File: src/rtl/rv32_pipe_core.sv
// Five-stage RV32I-subset pipeline (F/D/E/M/W) with E-stage forwarding, load-use
// stall, taken-transfer flush and a write-through register file.
module rv32_pipe_core #(
    parameter int          DATA_WIDTH      = 32,
    parameter int          IMEM_ADDR_WIDTH = 8,
    parameter int          DMEM_ADDR_WIDTH = 8,
    parameter logic [31:0] RESET_PC        = 32'h0,
    parameter int          CNT_WIDTH       = 32
) (
    input  logic                       clk,
    input  logic                       rst,
    output logic [DATA_WIDTH-1:0]      a0,
    output logic [31:0]                instruction,
    output logic [IMEM_ADDR_WIDTH-1:0] pc_addr,
    output logic                       stall,
    output logic                       flush,
    output logic [CNT_WIDTH-1:0]       retired
);
    localparam int W = DATA_WIDTH;
    localparam logic [W-1:0] FOUR = W'(4);
    localparam logic [2:0] ALU_ADD = 3'd0, ALU_SUB = 3'd1, ALU_AND = 3'd2,
                           ALU_OR = 3'd3, ALU_SLT = 3'd4, ALU_PASSB = 3'd5;
    localparam logic [1:0] RES_ALU = 2'd0, RES_MEM = 2'd1, RES_PC4 = 2'd2;
    localparam logic [6:0] OP_R = 7'b0110011, OP_I = 7'b0010011, OP_LW = 7'b0000011,
                           OP_SW = 7'b0100011, OP_BR = 7'b1100011, OP_JAL = 7'b1101111,
                           OP_JALR = 7'b1100111, OP_LUI = 7'b0110111;

    typedef struct packed {
        logic       valid;
        logic       reg_write;
        logic       mem_write;
        logic       branch;
        logic       branch_ne;
        logic       jump;
        logic       jalr;
        logic       alu_imm;
        logic [1:0] result_src;
        logic [2:0] alu_op;
    } ctrl_t;

    logic [31:0]  imem [2**(IMEM_ADDR_WIDTH-2)];
    logic [W-1:0] dmem [2**(DMEM_ADDR_WIDTH-2)];
    logic [W-1:0] regs [32];

    logic [W-1:0] pc_f, pc_d, pc_e, pc4_e, pc4_m, pc4_w;
    logic [31:0]  instr_f, instr_d, imm32_d;
    logic [6:0]   opcode_d;
    logic [2:0]   funct3_d;
    logic [4:0]   rs1_d, rs2_d, rd_d, rs1_e, rs2_e, rd_e, rd_m, rd_w;
    ctrl_t        ctrl_d, ctrl_e;
    logic         use1_d, use2_d, hazard, taken_e, kill_e;
    logic [W-1:0] imm_d, rd1_d, rd2_d, imm_e, rd1_e, rd2_e;
    logic [W-1:0] fwd_m, src_a, fwd_b, src_b, alu_e, target_e;
    logic         reg_write_m, mem_write_m, valid_m, reg_write_w, valid_w;
    logic [1:0]   result_src_m, result_src_w;
    logic [W-1:0] alu_m, wdata_m, rdata_m, alu_w, rdata_w, result_w;

    assign pc_addr     = pc_f[IMEM_ADDR_WIDTH-1:0];
    assign instr_f     = imem[pc_addr[IMEM_ADDR_WIDTH-1:2]];
    assign instruction = instr_f;
    assign a0          = regs[10];

    assign opcode_d = instr_d[6:0];
    assign rd_d     = instr_d[11:7];
    assign funct3_d = instr_d[14:12];
    assign rs1_d    = instr_d[19:15];
    assign rs2_d    = instr_d[24:20];

    always_comb begin
        ctrl_d  = '0;
        use1_d  = 1'b0;
        use2_d  = 1'b0;
        imm32_d = {{20{instr_d[31]}}, instr_d[31:20]};
        case (opcode_d)
            OP_R: begin
                ctrl_d.valid = 1'b1; ctrl_d.reg_write = 1'b1; use1_d = 1'b1; use2_d = 1'b1;
                case (funct3_d)
                    3'b000:  ctrl_d.alu_op = instr_d[30] ? ALU_SUB : ALU_ADD;
                    3'b010:  ctrl_d.alu_op = ALU_SLT;
                    3'b110:  ctrl_d.alu_op = ALU_OR;
                    3'b111:  ctrl_d.alu_op = ALU_AND;
                    default: ctrl_d = '0;
                endcase
            end
            OP_I: begin
                ctrl_d.valid = 1'b1; ctrl_d.reg_write = 1'b1; ctrl_d.alu_imm = 1'b1; use1_d = 1'b1;
                case (funct3_d)
                    3'b000:  ctrl_d.alu_op = ALU_ADD;
                    3'b010:  ctrl_d.alu_op = ALU_SLT;
                    3'b110:  ctrl_d.alu_op = ALU_OR;
                    3'b111:  ctrl_d.alu_op = ALU_AND;
                    default: ctrl_d = '0;
                endcase
            end
            OP_LW: begin
                ctrl_d.valid = 1'b1; ctrl_d.reg_write = 1'b1; ctrl_d.alu_imm = 1'b1;
                ctrl_d.result_src = RES_MEM; use1_d = 1'b1;
            end
            OP_SW: begin
                ctrl_d.valid = 1'b1; ctrl_d.mem_write = 1'b1; ctrl_d.alu_imm = 1'b1;
                use1_d = 1'b1; use2_d = 1'b1;
                imm32_d = {{20{instr_d[31]}}, instr_d[31:25], instr_d[11:7]};
            end
            OP_BR: begin
                ctrl_d.valid = 1'b1; ctrl_d.branch = 1'b1; ctrl_d.branch_ne = funct3_d[0];
                use1_d = 1'b1; use2_d = 1'b1;
                imm32_d = {{20{instr_d[31]}}, instr_d[7], instr_d[30:25], instr_d[11:8], 1'b0};
                if (funct3_d[2:1] != 2'b00) ctrl_d = '0;
            end
            OP_JAL: begin
                ctrl_d.valid = 1'b1; ctrl_d.reg_write = 1'b1; ctrl_d.jump = 1'b1;
                ctrl_d.result_src = RES_PC4;
                imm32_d = {{12{instr_d[31]}}, instr_d[19:12], instr_d[20], instr_d[30:21], 1'b0};
            end
            OP_JALR: begin
                ctrl_d.valid = 1'b1; ctrl_d.reg_write = 1'b1; ctrl_d.jump = 1'b1;
                ctrl_d.jalr = 1'b1; ctrl_d.result_src = RES_PC4; use1_d = 1'b1;
            end
            OP_LUI: begin
                ctrl_d.valid = 1'b1; ctrl_d.reg_write = 1'b1; ctrl_d.alu_imm = 1'b1;
                ctrl_d.alu_op = ALU_PASSB; imm32_d = {instr_d[31:12], 12'b0};
            end
            default: ;
        endcase
    end

    assign imm_d = W'($signed(imm32_d));
    // Write-through: a read of the register W is writing this cycle sees ResultW.
    assign rd1_d = (reg_write_w && rd_w != 5'd0 && rd_w == rs1_d) ? result_w : regs[rs1_d];
    assign rd2_d = (reg_write_w && rd_w != 5'd0 && rd_w == rs2_d) ? result_w : regs[rs2_d];

    assign hazard = ctrl_e.valid && ctrl_e.result_src == RES_MEM && rd_e != 5'd0 && ctrl_d.valid &&
                    ((use1_d && rs1_d == rd_e) || (use2_d && rs2_d == rd_e));
    assign flush  = taken_e;
    assign stall  = hazard && !taken_e;
    assign kill_e = taken_e || hazard || !ctrl_d.valid;

    assign fwd_m = (result_src_m == RES_PC4) ? pc4_m : alu_m;

    always_comb begin
        src_a = rd1_e;
        if (reg_write_m && rd_m != 5'd0 && rd_m == rs1_e)      src_a = fwd_m;
        else if (reg_write_w && rd_w != 5'd0 && rd_w == rs1_e) src_a = result_w;
        fwd_b = rd2_e;
        if (reg_write_m && rd_m != 5'd0 && rd_m == rs2_e)      fwd_b = fwd_m;
        else if (reg_write_w && rd_w != 5'd0 && rd_w == rs2_e) fwd_b = result_w;
    end

    assign src_b = ctrl_e.alu_imm ? imm_e : fwd_b;

    always_comb begin
        case (ctrl_e.alu_op)
            ALU_SUB:   alu_e = src_a - src_b;
            ALU_AND:   alu_e = src_a & src_b;
            ALU_OR:    alu_e = src_a | src_b;
            ALU_SLT:   alu_e = {{(W-1){1'b0}}, $signed(src_a) < $signed(src_b)};
            ALU_PASSB: alu_e = src_b;
            default:   alu_e = src_a + src_b;
        endcase
    end

    assign taken_e  = ctrl_e.valid &&
                      (ctrl_e.jump || (ctrl_e.branch && ((src_a == fwd_b) ^ ctrl_e.branch_ne)));
    assign target_e = ctrl_e.jalr ? ((src_a + imm_e) & {{(W-1){1'b1}}, 1'b0}) : (pc_e + imm_e);
    assign pc4_e    = pc_e + FOUR;

    assign rdata_m = dmem[alu_m[DMEM_ADDR_WIDTH-1:2]];

    always_comb begin
        case (result_src_w)
            RES_MEM: result_w = rdata_w;
            RES_PC4: result_w = pc4_w;
            default: result_w = alu_w;
        endcase
    end

    always_ff @(posedge clk or posedge rst) begin
        if (rst) begin
            pc_f <= W'(RESET_PC);
            instr_d <= '0; pc_d <= '0;
            ctrl_e <= '0; rd1_e <= '0; rd2_e <= '0; imm_e <= '0; pc_e <= '0;
            rs1_e <= '0; rs2_e <= '0; rd_e <= '0;
            valid_m <= 1'b0; reg_write_m <= 1'b0; mem_write_m <= 1'b0; result_src_m <= RES_ALU;
            alu_m <= '0; wdata_m <= '0; pc4_m <= '0; rd_m <= '0;
            valid_w <= 1'b0; reg_write_w <= 1'b0; result_src_w <= RES_ALU;
            alu_w <= '0; rdata_w <= '0; pc4_w <= '0; rd_w <= '0;
            retired <= '0;
        end else begin
            if (taken_e) begin
                pc_f <= target_e; instr_d <= '0; pc_d <= '0;
            end else if (!hazard) begin
                pc_f <= pc_f + FOUR; instr_d <= instr_f; pc_d <= pc_f;
            end
            ctrl_e <= kill_e ? '0 : ctrl_d;
            rd_e   <= kill_e ? 5'd0 : rd_d;
            rd1_e <= rd1_d; rd2_e <= rd2_d; imm_e <= imm_d; pc_e <= pc_d;
            rs1_e <= rs1_d; rs2_e <= rs2_d;
            valid_m <= ctrl_e.valid; reg_write_m <= ctrl_e.reg_write;
            mem_write_m <= ctrl_e.mem_write; result_src_m <= ctrl_e.result_src;
            alu_m <= alu_e; wdata_m <= fwd_b; pc4_m <= pc4_e; rd_m <= rd_e;
            valid_w <= valid_m; reg_write_w <= reg_write_m; result_src_w <= result_src_m;
            alu_w <= alu_m; rdata_w <= rdata_m; pc4_w <= pc4_m; rd_w <= rd_m;
            if (valid_w) retired <= retired + CNT_WIDTH'(1);
        end
    end

    always_ff @(posedge clk or posedge rst) begin
        if (rst) begin
            for (int i = 0; i < 32; i++) regs[i] <= '0;
        end else if (reg_write_w && rd_w != 5'd0) begin
            regs[rd_w] <= result_w;
        end
    end

    // The data RAM is not reset; the rst guard blocks writes on edges taken under reset.
    always_ff @(posedge clk) begin
        if (!rst && mem_write_m) dmem[alu_m[DMEM_ADDR_WIDTH-1:2]] <= wdata_m;
    end
endmodule

File: config.mk
export PLATFORM = sky130hd
export DESIGN_NAME = rv32_pipe_core
export DESIGN_NICKNAME = d
export VERILOG_FILES = /design/src/rtl/rv32_pipe_core.sv
export SDC_FILE = /design/constraint.sdc
export NUM_CORES = 1
export LEC_CHECK = 0
export ABC_AREA = 1
export CORE_MARGIN = 1.5
export CORE_UTILIZATION = 31
export DETAILED_ROUTE_END_ITERATION = 8
export PLACE_DENSITY = 0.87
export SKIP_CTS_REPAIR_TIMING = 1
export SLEW_MARGIN = 30
export SYNTH_ARGS = -nofsm -noshare
export SYNTH_HDL_FRONTEND = slang
export SYNTH_SLANG_ARGS = --single-unit
File: constraint.sdc
create_clock -name clk -period 3.23 [get_ports clk]
set_clock_uncertainty 0.15 [all_clocks]
set_input_delay 0.969 -clock clk [delete_from_list [all_inputs] [get_ports clk]]
set_output_delay 0.969 -clock clk [all_outputs]
set_load 0.03 [all_outputs]
### Wiring by layer

Drawn at 6 px/µm. Only two layers are drawn.
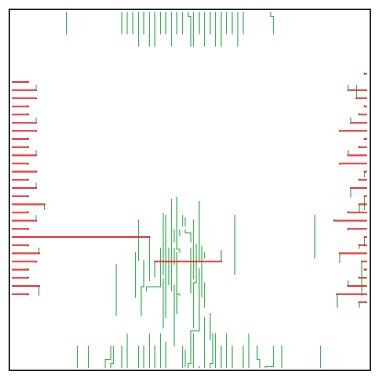
green -> metal 2  # wire length 516 µm
red -> metal 3  # wire length 174 µm

### Cell placement

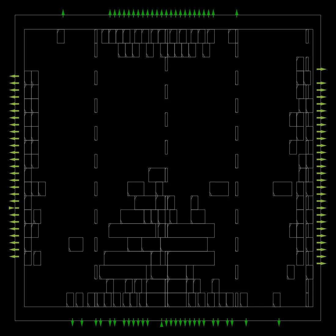
total core area: 0.00308 mm²
site row count: 20
number of standard cells in the final layout excluding fillers: 176

### I/O nets highlighted

Drawn at 8 px/µm.
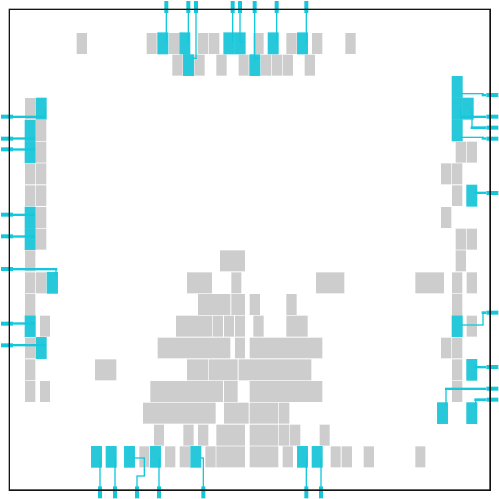
cyan -> a0  # bits 32, direction output, edge 9 right, 8 left, 8 top, 7 bottom, end cells 32, buffers 0, wire 120 µm

### Signal metal coverage by tile

Drawn at 6 px/µm. The die is cut into 12 by 12 equal tiles; dark blue is low, red is high, scaled to the fullest tile. Values are wire area over tile area, all layers added.
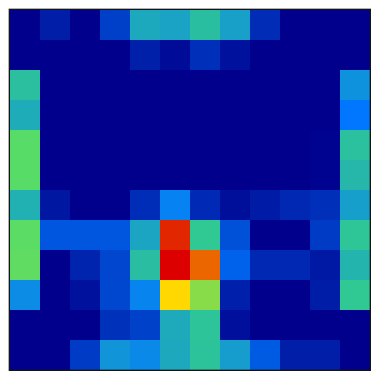
mean over tiles = 0.047
tiles over half the peak = 6.2%
nearly empty tiles = 49%
fullest tile = 0.34

-- kinds of logic after synthesis --
kind of cell | synth area share (%)
AND-OR/OR-AND | 1.12
XOR/XNOR | 2.62
buffers and inverters | 76.2
AND/OR/NAND/NOR | 3.49
adder cells (fa/ha/maj) | 1.25
other | 0.373
flip-flops | 14.9
-- area by class of cell --
cell class / count / area [µm²] / share of cell area, %
multi-input cells: 112 / 460 / 59.5
flip-flops and latches: 6 / 150 / 19.4
repair buffers: 7 / 70.1 / 9.06
well taps: 44 / 55.1 / 7.12
clock buffers: 3 / 22.5 / 2.91
inverters: 4 / 15.0 / 1.94
-- report_power, final --
| part | internal [mW] | switching, mW |
|---|---|---|
| clock | 0.0419 | 0.0248 |
| combinational | 0.00113 | 0.155 |
| sequential | 0.0755 | 0 |
| total | 0.118 | 0.180 |
-- path summary, 6_finish.rpt --
path / cells after the start / slack (ns) / end / from
max: 1 / 0.75 / pc_addr[4] / pc_f[4]$_DFF_PP0_
max in group asynchronous: 2 / 1.94 / pc_f[5]$_DFF_PP0_ / rst
min in group asynchronous: 2 / 0.79 / pc_f[7]$_DFF_PP0_ / rst
max reg2reg: 3 / 2.08 / pc_f[6]$_DFF_PP0_ / pc_f[2]$_DFF_PP0_
min: 1 / 0.39 / pc_f[6]$_DFF_PP0_ / pc_f[6]$_DFF_PP0_
min reg2reg: 1 / 0.39 / pc_f[6]$_DFF_PP0_ / pc_f[6]$_DFF_PP0_
-- layer usage --
metal	wire length, µm	GRT usage [%]	vias up
li1	-	-	187
met3	173	4.55	0
met1	247	3.79	189
met5	0	0	-
met2	515	5.90	57
met4	0	0.952	0
-- cells in the final DEF (no fill, tap or decap) --
cell,instances
sky130_fd_sc_hd__dfrtp_1,6
sky130_fd_sc_hd__xor2_1,1
sky130_fd_sc_hd__clkdlybuf4s50_1,7
sky130_fd_sc_hd__nand3_2,1
sky130_fd_sc_hd__nor2_1,1
sky130_fd_sc_hd__o21bai_2,1
sky130_fd_sc_hd__xnor2_1,2
sky130_fd_sc_hd__conb_1,100
sky130_fd_sc_hd__inv_1,4
sky130_fd_sc_hd__ha_1,1
sky130_fd_sc_hd__nand2_1,3
sky130_fd_sc_hd__clkbuf_4,3
sky130_fd_sc_hd__nand3_1,2
-- per-stage QoR --
stage	hold slack [ns]	cells	worst slack, ns
floorplan	0.497	222	1.56
global placement	0.337	173	1.02
detailed placement	0.384	173	1.00
CTS	0.390	176	0.737
global route	0.403	176	0.701
finish	0.387	176	0.748
==> reports/metrics.json <==
{
  "critPathArrivalTime_ns": 1.36,
  "run_status": "completed",
  "synth.yosys.warnings": 0,
  "tool_warnings": 26,
  "rsz_0062_raised_after_global_routing": "no",
  "top_regs": "pc_f x6",
  "drive_above_1_share_pct": 3.79,
  "top_register": "pc_f",
  "ys_async_rst_share_pct": 100,
  "clockBufferDepth": 2,
  "cts.reportedPaths.clkPinSlew_ns": 0.04,
  "cp_launch_type": "flop",
  "routedWlPerCell_um": 5.32,
  "chip_area_estimate_from_yosys_synthesis_mm2": 0.00100,
  "synth_largest_type_area_fraction_pct": 74.7,
  "crit_chain": "clkdlybuf4s50_1",
  "maxCapViolCount": 0,
  "finalNetCount": 137,
  "final-max-slew-violation-count": 0,
  "crit_path_max_incr_delay_ns": 0.70,
  "fmax_ghz": 0.403,
  "cts.htree.levels": 1,
  "yosys_register_bits": 6,
  "edf_count": 0,
  "cts_num_sinks": 6,
  "finalCriticalPeriod_ns": 2.48,
  "cts-buffers-inserted": 3,
  "drc": 0,
  "global_route.usage.total_pct": 4.05,
  "cp.required_ns": 2.11,
  "worstPathBufferInverterCount": 1,
  "number_of_antenna_violations_at_the_first_check_in_global_routing": 0
}
